**Run 1: cell classes on the final placement**

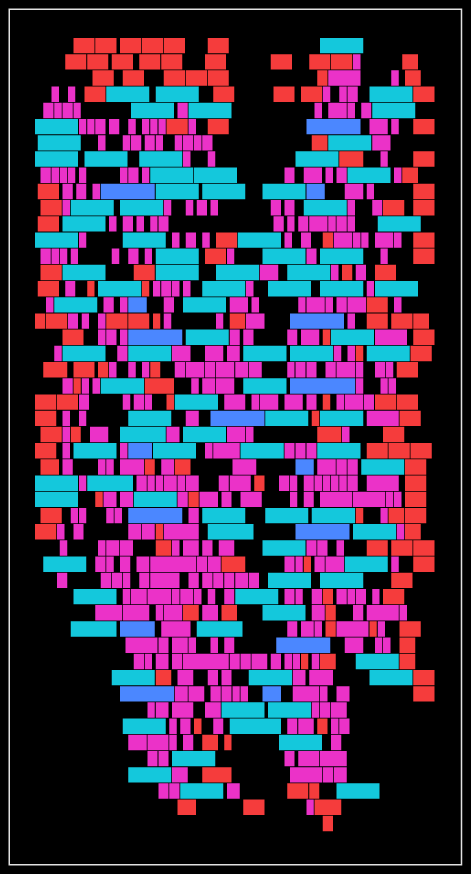
**Run 1: logic cells by family**

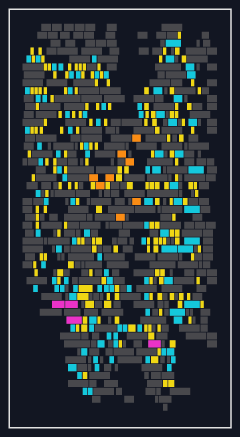
**Run 1: clock nets**

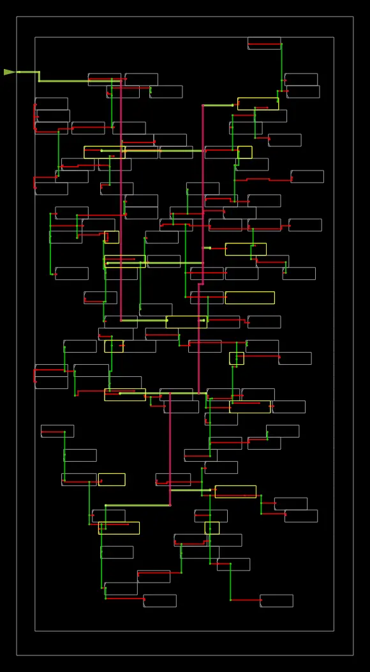
==> config.mk <==
export PLATFORM = sky130hd
export DESIGN_NAME = uart_word_sequencer
export DESIGN_NICKNAME = d
export VERILOG_FILES = /design/src/rtl/uart_word_pkg.sv /design/src/rtl/uart_word_serializer.sv /design/src/rtl/uart_word_sequencer.sv
export SDC_FILE = /design/constraint.sdc
export NUM_CORES = 1
export LEC_CHECK = 0
export ABC_AREA = 0
export CAP_MARGIN = 20
export CORE_ASPECT_RATIO = 2
export CORE_MARGIN = 4
export CORE_UTILIZATION = 45
export DETAILED_ROUTE_END_ITERATION = 16
export GPL_TIMING_DRIVEN = 0
export PLACE_DENSITY = 0.75
export SKIP_LAST_GASP = 1
export SLEW_MARGIN = 10
export SYNTH_ARGS = -nofsm -noshare
export SYNTH_HDL_FRONTEND = slang
export SYNTH_SLANG_ARGS = --single-unit
==> constraint.sdc <==
create_clock -name clk -period 1.9 [get_ports clk]
set_input_delay 0.38 -clock clk [delete_from_list [all_inputs] [get_ports clk]]
set_output_delay 0.38 -clock clk [all_outputs]
set_load 0.01 [all_outputs]
==> results.toml, run 1 <==
# generated from flow reports
[synth]
syn_inst = 525
area_leaders = "dfxtp_1, nand2_1, a21oi_1"
top_area_frac = 0.457
edf_count = 0
yosys_cells = 525
synthXorXnorAreaFrac = 0.0170
ys_chip_area_um2 = 4120
top_cell = "nand2_1"
syn_area_um2 = 4120
netlist-cell-type-count = 46
ys_ff = 94

[route]
drc_errors = 0
via_per_inst = 5.61
num_vias = 4135

[power_and_ir_drop]
p_int_mw = 3.45
pwr-share-clk = 0.401
leakagePower_nw = 2.07
vdd_drop_max_uv = 669
p_per_area_nw_per_um2 = 827

[cells_and_area]
fin_nets = 680
fillCellCount = 776
area_delta_synth_final_pct = 38.0
multi_input_comb_cells = 377
final_layout_size_suffix_gt1_frac = 0.137

[critical_path]
arrival_ns = 2.15
worstPathRequired_ns = 2.18
path_class = "reg2reg"
crit_cells = 6
crit_slowest_cell = "or4b_1"
rrSetupSlack_ns = 0.03
critical-path-top-delay-family = "simple AND/OR/NAND/NOR gates"

[global_route]
grt_pass1_wl_mm = 18.9
antenna_found_initial = 0
grt_max_degree = 19
grt_pass1_vias = 4192
grt.overflow.total = 0

[placement]
dp.cells = 716
detailed_place_hpwl_mm = 8.92

[floorplan]
fp_util = 0.460
die-area_um2 = 10800

[timing]
hold_viol = 0
hold_ws_ns = 0.429
slew_headroom = 0.603

[clocking]
root_buffer = "clkbuf_16"
hold_buffers = 0

[outcome]
status = "complete, no violations"
## Picture notes: 'cell classes on the final placement'
- magenta: all other logic (cells 383)
- blue: clock drivers and dummy loads (cells 16)
- cyan: flip-flops (cells 94)
- red: other buffers and delay cells (cells 142)
Finished Cell Area: 5690 µm²
CORE AREA: 8950 µm²

## Picture notes: 'logic cells by family'
- orange: XOR/XNOR gates (cells 8; most used xor2_1; where center)
- cyan: inverting AOI/OAI gates (cells 104; most used a21oi_1; where spread over the die)
- magenta: adder and majority cells (cells 4; most used ha_1)
- yellow: NAND gates (cells 173; most used nand2_1)
fin cells: 737
most used logic cell in the final layout: nand2_1
Comb/total area: 0.373

## Picture notes: 'clock nets'
clock buffers: 9
latest clock arrival within the worst-skew pair: 0.35 ns
CTS buffer count: 9

[run 1: layout by cell type (no fill, tap or decap), drive strengths merged, types with 2 or more instances in the layout]
master / count
a211oi: 3
a21o: 2
a21oi: 61
a311oi: 24
a31oi: 4
and2: 2
and3: 5
and4: 4
buf: 25
clkbuf: 39
clkdlybuf4s50: 83
clkinv: 3
dfxtp: 94
dlygate4sd2: 2
ha: 4
inv: 9
nand2: 113
nand2b: 5
nand3: 45
nand3b: 3
nand4: 6
nor2: 47
nor2b: 2
nor3: 4
nor4: 5
o21ai: 11
or3: 4
or4: 2
or4b: 2
xor2: 8
[run 1: metal layers]
metal  vias to the layer above  wire, µm  global-route usage
li1                       2045         -                   -
met1                      1925      3990               0.209
met2                       135      6700               0.428
met3                        30       684              0.0588
met4                         0       534               0.120
met5                         -         0                   0
**Run 1: register map, names as in the netlist**

Other sequential cells in the stronger gray, the rest of the logic in the fainter gray.
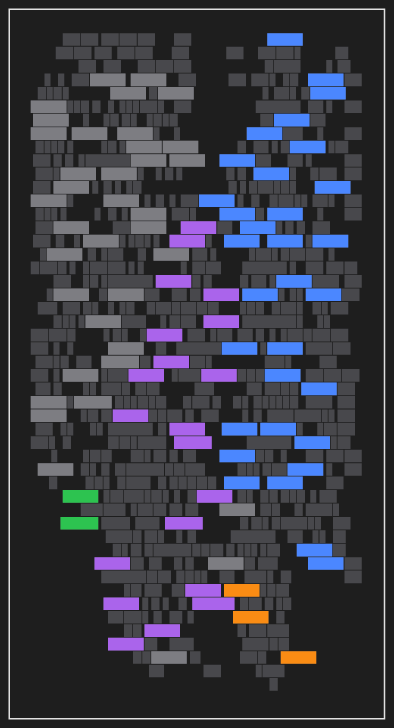

## Run 2: what changed since run 1
Settings changed: PLACE_DENSITY 0.75 to 0.79.
**Run 2: register map, names as in the netlist**

Other sequential cells in the stronger gray, the rest of the logic in the fainter gray.
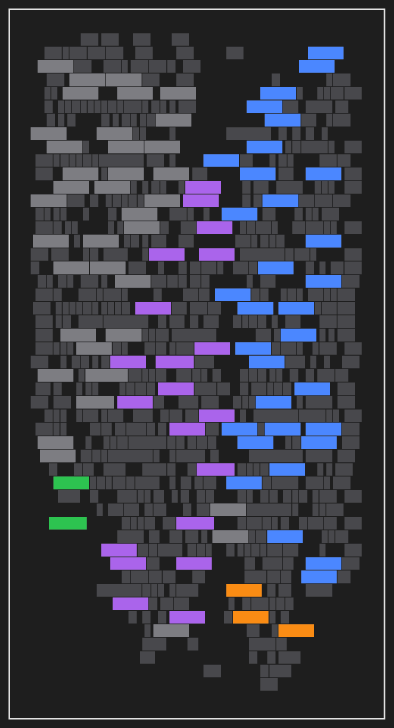
- purple: `idle_cnt` (sequential cells 20)
- blue: `u_serializer.shreg` (sequential cells 32)
- orange: `u_serializer.state` (sequential cells 3)
- green: `rx_idx` (sequential cells 2)
P_seq: 2.13 mW
fin util: 0.636
Seq area share: 0.332

**Run 2: clock nets**

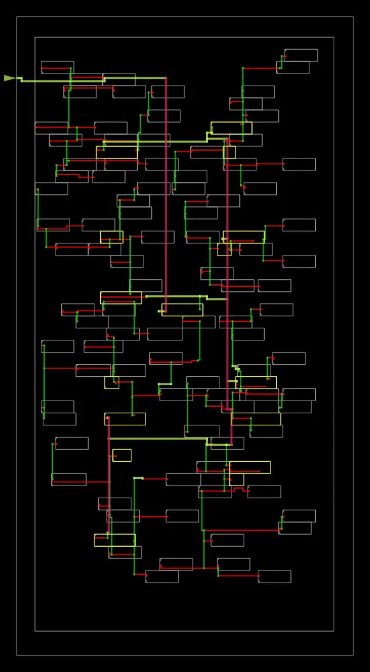
clk_skew: 0.00762 ns
clock buffers: 10
Clock Power: 1.89 mW
latest clock arrival within the worst-skew pair: 0.34 ns
flip-flops: 94

==> run 2 against run 1 <==
Maximum frequency increased by 0.80%. Count of clock-buffer cells in the layout rose by 1. Clock power about the same. Highest routed layer unchanged. Sequential share of layout area is essentially flat. Worst hold slack better by 0.014 ns. Sequential power about the same.
==> results.toml, run 2 <==
# generated from flow reports
[synth]
yosys_cells = 525
ys_ff = 94
syn_area_um2 = 4120
synthXorXnorAreaFrac = 0.0170
top_cell = "nand2_1"
ys_sh_aoi = 0.158
netlist-cell-type-count = 46
edf_count = 0
top_area_frac = 0.457
area_leaders = "dfxtp_1, nand2_1, a21oi_1"
syn_inst = 525

[clocking]
root_buffer = "clkbuf_16"
clk_pin_slew_ns = 0.07
cts_buffers = 9
hold_buffers = 0

[critical_path]
rrSetupSlack_ns = 0.05
crit_cells = 4
critical-path-top-delay-family = "buffers and inverters"
cp-end-kind = "output port"
critical_path.max_fanout = 10
path_class = "in2out"
cp_cell_sequence = "clkbuf_2, clkbuf_4, nor2b_1, clkdlybuf4s50_1"
worstPathRequired_ns = 1.52
arrival_ns = 1.47
crit_slowest_cell = "clkdlybuf4s50_1"

[cells_and_area]
mostFrequentLayoutCells = "nand2_1, dfxtp_1, clkdlybuf4s50_1, a21oi_1"
multi_input_comb_cells = 377
fin_nets = 682
area_delta_synth_final_pct = 38.1
regArea_um2 = 1890
final_layout_size_suffix_gt1_frac = 0.143
fillCellCount = 748
fin_area_um2 = 5690
final_cells = 739
layout_top_cell = "nand2_1"
comb_share = 0.374

[outcome]
status = "complete, no violations"

[power_and_ir_drop]
vdd_drop_max_uv = 769
leakagePower_nw = 2.07
p_per_area_nw_per_um2 = 829

[global_route]
grt_pass1_wl_mm = 18.9
grt_pass1_vias = 4239
antenna_found_initial = 0
grt_max_degree = 18
grt.overflow.total = 0

[floorplan]
pin_count = 91
fp_util = 0.460
die-area_um2 = 10800
die_y_um = 143
fp-row-count = 49
core_area_um2 = 8950

[route]
route.met3.wl_um = 592
via_per_inst = 5.62
wl_met1_mm = 4.15
highest_layer = "met4"
drc_errors = 0
num_vias = 4150
wirelength_mm = 12.0
ant_nets = 0
wl_met2_mm = 6.75

[timing]
hold_ws_ns = 0.443
finalClockPeriodUsage = 0.975
fmax_mhz = 540
slew_headroom = 0.587
hold_viol = 0

[placement]
detailed_place_hpwl_mm = 8.89
dp.cells = 716
[run 2: cell count changes in the layout (fill, tap and decap cells not counted), sizes merged]
cell | before | now
inv | 9 | 10
clkinvlp | 0 | 1
clkinv | 3 | 0
buf | 25 | 26
clkdlybuf4s15 | 1 | 0
clkbuf | 39 | 42
[run 2: per-layer routing]
| metal | up-vias | track usage |
|---|---|---|
| met5 | - | 0 |
| met4 | 0 | 0.127 |
| met3 | 34 | 0.0448 |
| met2 | 130 | 0.421 |
| met1 | 1946 | 0.217 |
| li1 | 2040 | - |
[run 2: where the power goes]
group	internal (mW)	leakage, nW	total (mW)	switching [mW]
clock network	1.08	0.152	1.89	0.813
registers	2.07	0.769	2.13	0.0675
logic	0.329	1.15	0.689	0.360
Power and IR drop assume default switching activity.
